[src/rtl/uart_pkg.sv]
// Shared types and defaults for the UART transmit path.
package uart_pkg;

   typedef enum logic [1:0] {
      IDLE,
      START,
      DATA,
      STOP
   } uart_tx_state_t;

   // 50 MHz system clock at 115200 baud
   localparam int unsigned DEFAULT_CLKS_PER_BIT = 434;

endpackage

[src/rtl/uart_baud_gen.sv]
// Baud tick generator: one-cycle bit_tick every CLKS_PER_BIT clocks while enabled.
module uart_baud_gen #(
   parameter int unsigned CLKS_PER_BIT = uart_pkg::DEFAULT_CLKS_PER_BIT
) (
   input  logic clk,
   input  logic reset_n,
   input  logic enable,
   output logic bit_tick
);

   localparam int unsigned CNT_W = $clog2(CLKS_PER_BIT);
   localparam logic [CNT_W-1:0] CNT_MAX = CNT_W'(CLKS_PER_BIT - 1);

   logic [CNT_W-1:0] cnt_q, cnt_d;

   assign bit_tick = enable && (cnt_q == CNT_MAX);

   // Next count: parked at zero when disabled, wraps after the tick
   always_comb begin
      cnt_d = cnt_q + CNT_W'(1);
      if (!enable || bit_tick) begin
         cnt_d = '0;
      end
   end

   // Counter register
   always_ff @(posedge clk or negedge reset_n) begin
      if (!reset_n) begin
         cnt_q <= '0;
      end else begin
         cnt_q <= cnt_d;
      end
   end

endmodule

[src/rtl/uart_tx_ctrl.sv]
// UART transmit controller: valid/ready byte intake, start/data/stop sequencing,
// registered serial output and a one-cycle completion pulse.
module uart_tx_ctrl
   import uart_pkg::*;
#(
   parameter int unsigned CLKS_PER_BIT = DEFAULT_CLKS_PER_BIT,
   parameter int unsigned DATA_BITS    = 8,
   parameter int unsigned STOP_BITS    = 1
) (
   input  logic                 clk,
   input  logic                 reset_n,
   input  logic                 tx_valid,
   input  logic [DATA_BITS-1:0] tx_data,
   output logic                 tx_ready,
   output logic                 tx_busy,
   output logic                 uart_done,
   output logic                 tx
);

   localparam int unsigned IDX_W = $clog2(DATA_BITS);
   localparam logic [IDX_W-1:0] IDX_LAST = IDX_W'(DATA_BITS - 1);
   localparam logic STOP_LAST = (STOP_BITS == 2);

   if (CLKS_PER_BIT < 2 || DATA_BITS < 5 || DATA_BITS > 8 || STOP_BITS < 1 || STOP_BITS > 2)
   begin : g_param_check
      $error("uart_tx_ctrl: illegal parameter combination");
   end

   uart_tx_state_t       state_q, state_d;
   logic [DATA_BITS-1:0] shift_q, shift_d;
   logic [IDX_W-1:0]     idx_q, idx_d;
   logic                 stop_q, stop_d;
   logic                 tx_q, tx_d;
   logic                 done_q, done_d;
   logic                 bit_tick;
   logic                 accept;

   uart_baud_gen #(
      .CLKS_PER_BIT(CLKS_PER_BIT)
   ) u_baud_gen (
      .clk     (clk),
      .reset_n (reset_n),
      .enable  (state_q != IDLE),
      .bit_tick(bit_tick)
   );

   assign accept = tx_valid && (state_q == IDLE);

   // State, datapath and registered outputs
   always_ff @(posedge clk or negedge reset_n) begin
      if (!reset_n) begin
         state_q <= IDLE;
         shift_q <= '0;
         idx_q   <= '0;
         stop_q  <= 1'b0;
         tx_q    <= 1'b1;
         done_q  <= 1'b0;
      end else begin
         state_q <= state_d;
         shift_q <= shift_d;
         idx_q   <= idx_d;
         stop_q  <= stop_d;
         tx_q    <= tx_d;
         done_q  <= done_d;
      end
   end

   // Next-state, shift register and bit/stop counters
   always_comb begin
      state_d = state_q;
      shift_d = shift_q;
      idx_d   = idx_q;
      stop_d  = stop_q;
      case (state_q)
         IDLE: begin
            idx_d  = '0;
            stop_d = 1'b0;
            if (accept) begin
               state_d = START;
               shift_d = tx_data;
            end
         end
         START: begin
            if (bit_tick) begin
               state_d = DATA;
               idx_d   = '0;
            end
         end
         DATA: begin
            if (bit_tick) begin
               shift_d = shift_q >> 1;
               idx_d   = idx_q + IDX_W'(1);
               if (idx_q == IDX_LAST) begin
                  state_d = STOP;
                  stop_d  = 1'b0;
               end
            end
         end
         STOP: begin
            if (bit_tick) begin
               if (stop_q == STOP_LAST) begin
                  state_d = IDLE;
               end else begin
                  stop_d = 1'b1;
               end
            end
         end
         default: state_d = IDLE;
      endcase
   end

   // Output decode; tx is computed from the next state so the pin comes straight off a flop
   always_comb begin
      tx_d = 1'b1;
      case (state_d)
         START:   tx_d = 1'b0;
         DATA:    tx_d = shift_d[0];
         default: tx_d = 1'b1;
      endcase
      done_d = (state_q == STOP) && (state_d == IDLE);
   end

   assign tx        = tx_q;
   assign uart_done = done_q;
   assign tx_ready  = (state_q == IDLE);
   assign tx_busy   = (state_q != IDLE);

endmodule

[config.mk]
export PLATFORM = sky130hd
export DESIGN_NAME = uart_tx_ctrl
export DESIGN_NICKNAME = d
export VERILOG_FILES = /design/src/rtl/uart_pkg.sv /design/src/rtl/uart_baud_gen.sv /design/src/rtl/uart_tx_ctrl.sv
export SDC_FILE = /design/constraint.sdc
export NUM_CORES = 1
export LEC_CHECK = 0
export CORE_MARGIN = 4
export CORE_UTILIZATION = 57
export CTS_BUF_LIST = sky130_fd_sc_hd__clkbuf_16
export CTS_CLUSTER_DIAMETER = 100
export DETAILED_ROUTE_END_ITERATION = 10
export PLACE_DENSITY_LB_ADDON = 0.3
export SLEW_MARGIN = 20
export SYNTH_ARGS = -nofsm -noshare
export SYNTH_HDL_FRONTEND = slang
export SYNTH_SLANG_ARGS = --single-unit
[constraint.sdc]
create_clock -name clk -period 4.65 [get_ports clk]
set_input_delay 0.465 -clock clk [delete_from_list [all_inputs] [get_ports clk]]
set_output_delay 0.465 -clock clk [all_outputs]
set_load 0.005 [all_outputs]
==> reports/qor.yml <==
cp.depth: 5
fillers: 147
switching_share: 0.268
flops: 24
synth-seq-cells: 24
switchingPower_uw: 149
cp_common_cell: "nor2b_1"
hold_viol: 0
worst_setup_path_start_kind: "input port"
finalClockPeriodUsage: 0.436
simple_gate_share: 0.174
powerDensity_nw_per_um2: 404
port_buffers: 14
top_cell_area_share: 0.499
cp_slowest_stage_delay_ns: 0.52
highest_layer: "met4"
p_comb_frac: 0.164
top_cells_by_count: "23 x dfrtp_1, 11 x nor2_1, 8 x a22o_1"
grt_max_degree: 25
crit_type: "in -> reg"
ys.flop_type: "dfrtp_1"
period_needed_ns: 2.03
p_comb_uw: 91.2
worstMarginPinSlew_ns: 0.561
drv_cap: 0
final_layout_top_logic_cells: "23 x dfrtp_1, 13 x clkdlybuf4s50_1, 11 x nor2_1"
top_logic_kind: "simple AND/OR/NAND/NOR gates"
most_common_cell: "dfrtp_1"
top_power_group: "sequential cells"
yosys_area_um2: 1150
skew_ns: 0.00210
p_leak_nw: 0.648
syn_area_per_cell_um2: 11.0
timing.rr.start: "u_baud_gen.cnt_q[1]"
dp_slack_ns: 2.39
core-area_um2: 1940
internal-power_uw: 407
cts_hold_buf: 0
grt_pass1_vias: 760
fp.dieW_um: 53.0
initial_core_util: 0.594
grt_use_total: 0.175
outcome: "complete, no violations"
inv_count: 2
antenna_found_initial: 0
synthXorXnorAreaFrac: 0.0531
peakVddDrop_mv: 0.292
grt_pass1_wl_mm: 3.42
dr.pass1.iters: 4
placed_area_um2: 1310
cp-startpoint: "tx_valid"
clk_pin_slew_ns: 0.06
grt_overflow: 0
ys_cells: 105
top_register: "u_baud_gen.cnt_q"
critPathSlowestCell: "clkdlybuf4s50_1"
regArea_um2: 602
syn_inst: 105
cts_buffers: 3
ant_nets: 0
cts_resized: 0
rrSetupSlack_ns: 2.80
postCtsSetupRepairBufs: 0
crit_end: "shift_q[1]"
comb_cells: 74
final_util: 0.710
whs_ns: 0.175
relSlewSlack: 0.625
m1WireLength_um: 918
seqPwrFrac: 0.502
seq-cell-share: 0.436
n_clock_buffer: 3
drc: 0
worstPathCellList: "clkdlybuf4s50_1 -> nor2b_1 -> nor2b_1 -> nor2_1 -> a21o_1"
ys_seq_share: 0.522
setup_viol: 0
n_antenna_cell: 0
==> images/sizes.png <==
(10 px per µm)
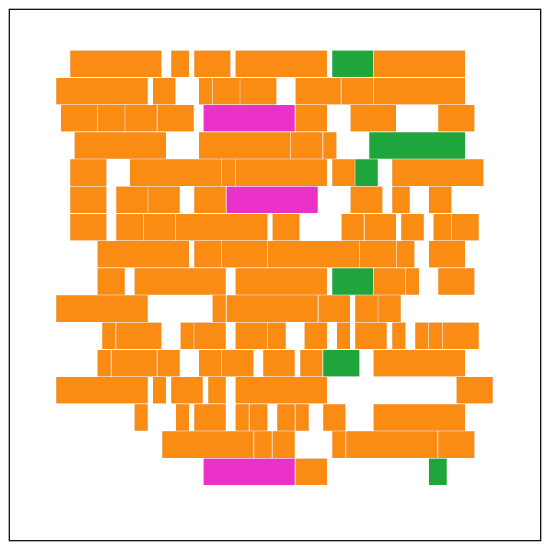
- orange: _0 and _1 cells (cells 109; share 92%; most used dfrtp_1)
- magenta: _6 and larger (cells 3; share 2.5%; most used clkbuf_16)
- green: _2 cells (cells 6; share 5.1%)
synthesis-to-layout area growth: 19.5%
Final WS setup: 2.62 ns
count of plain and timing-repair buffers: 14

==> images/layer_met3.png <==
(4 px per µm)
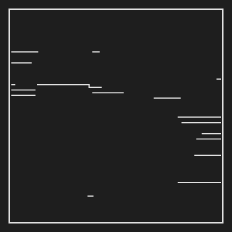
- main direction: horizontal
- share of all routed wire: 5.1%
met3 Use GR: 0.0423
DRT Wirelength: 2.06 mm

==> images/layer_met2.png <==
(4 px per µm) Cells faint in the background.
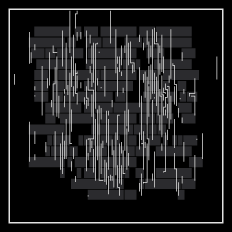
- wire length on this layer: 993 µm
- longest straight run: 22.8 µm
met2 Use GR: 0.277
vias: 814

==> images/logic_types.png <==
(10 px per µm)
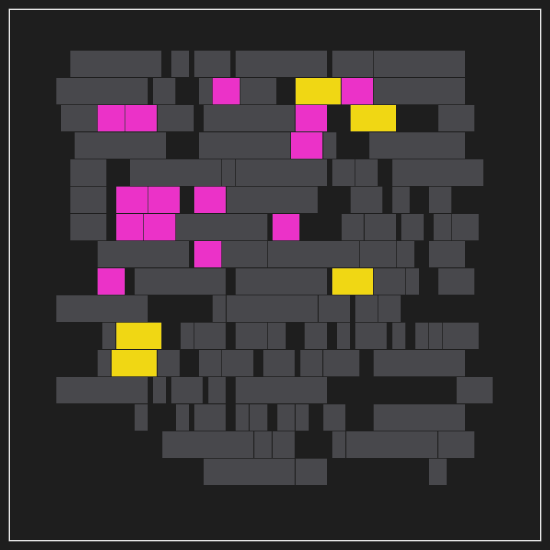
- magenta: AND-OR and OR-AND gates (cells 14)
- yellow: adder and majority cells (cells 5)
Comb area share: 0.378
most numerous logic cell after layout: dfrtp_1
Post-Layout Cell Count: 145

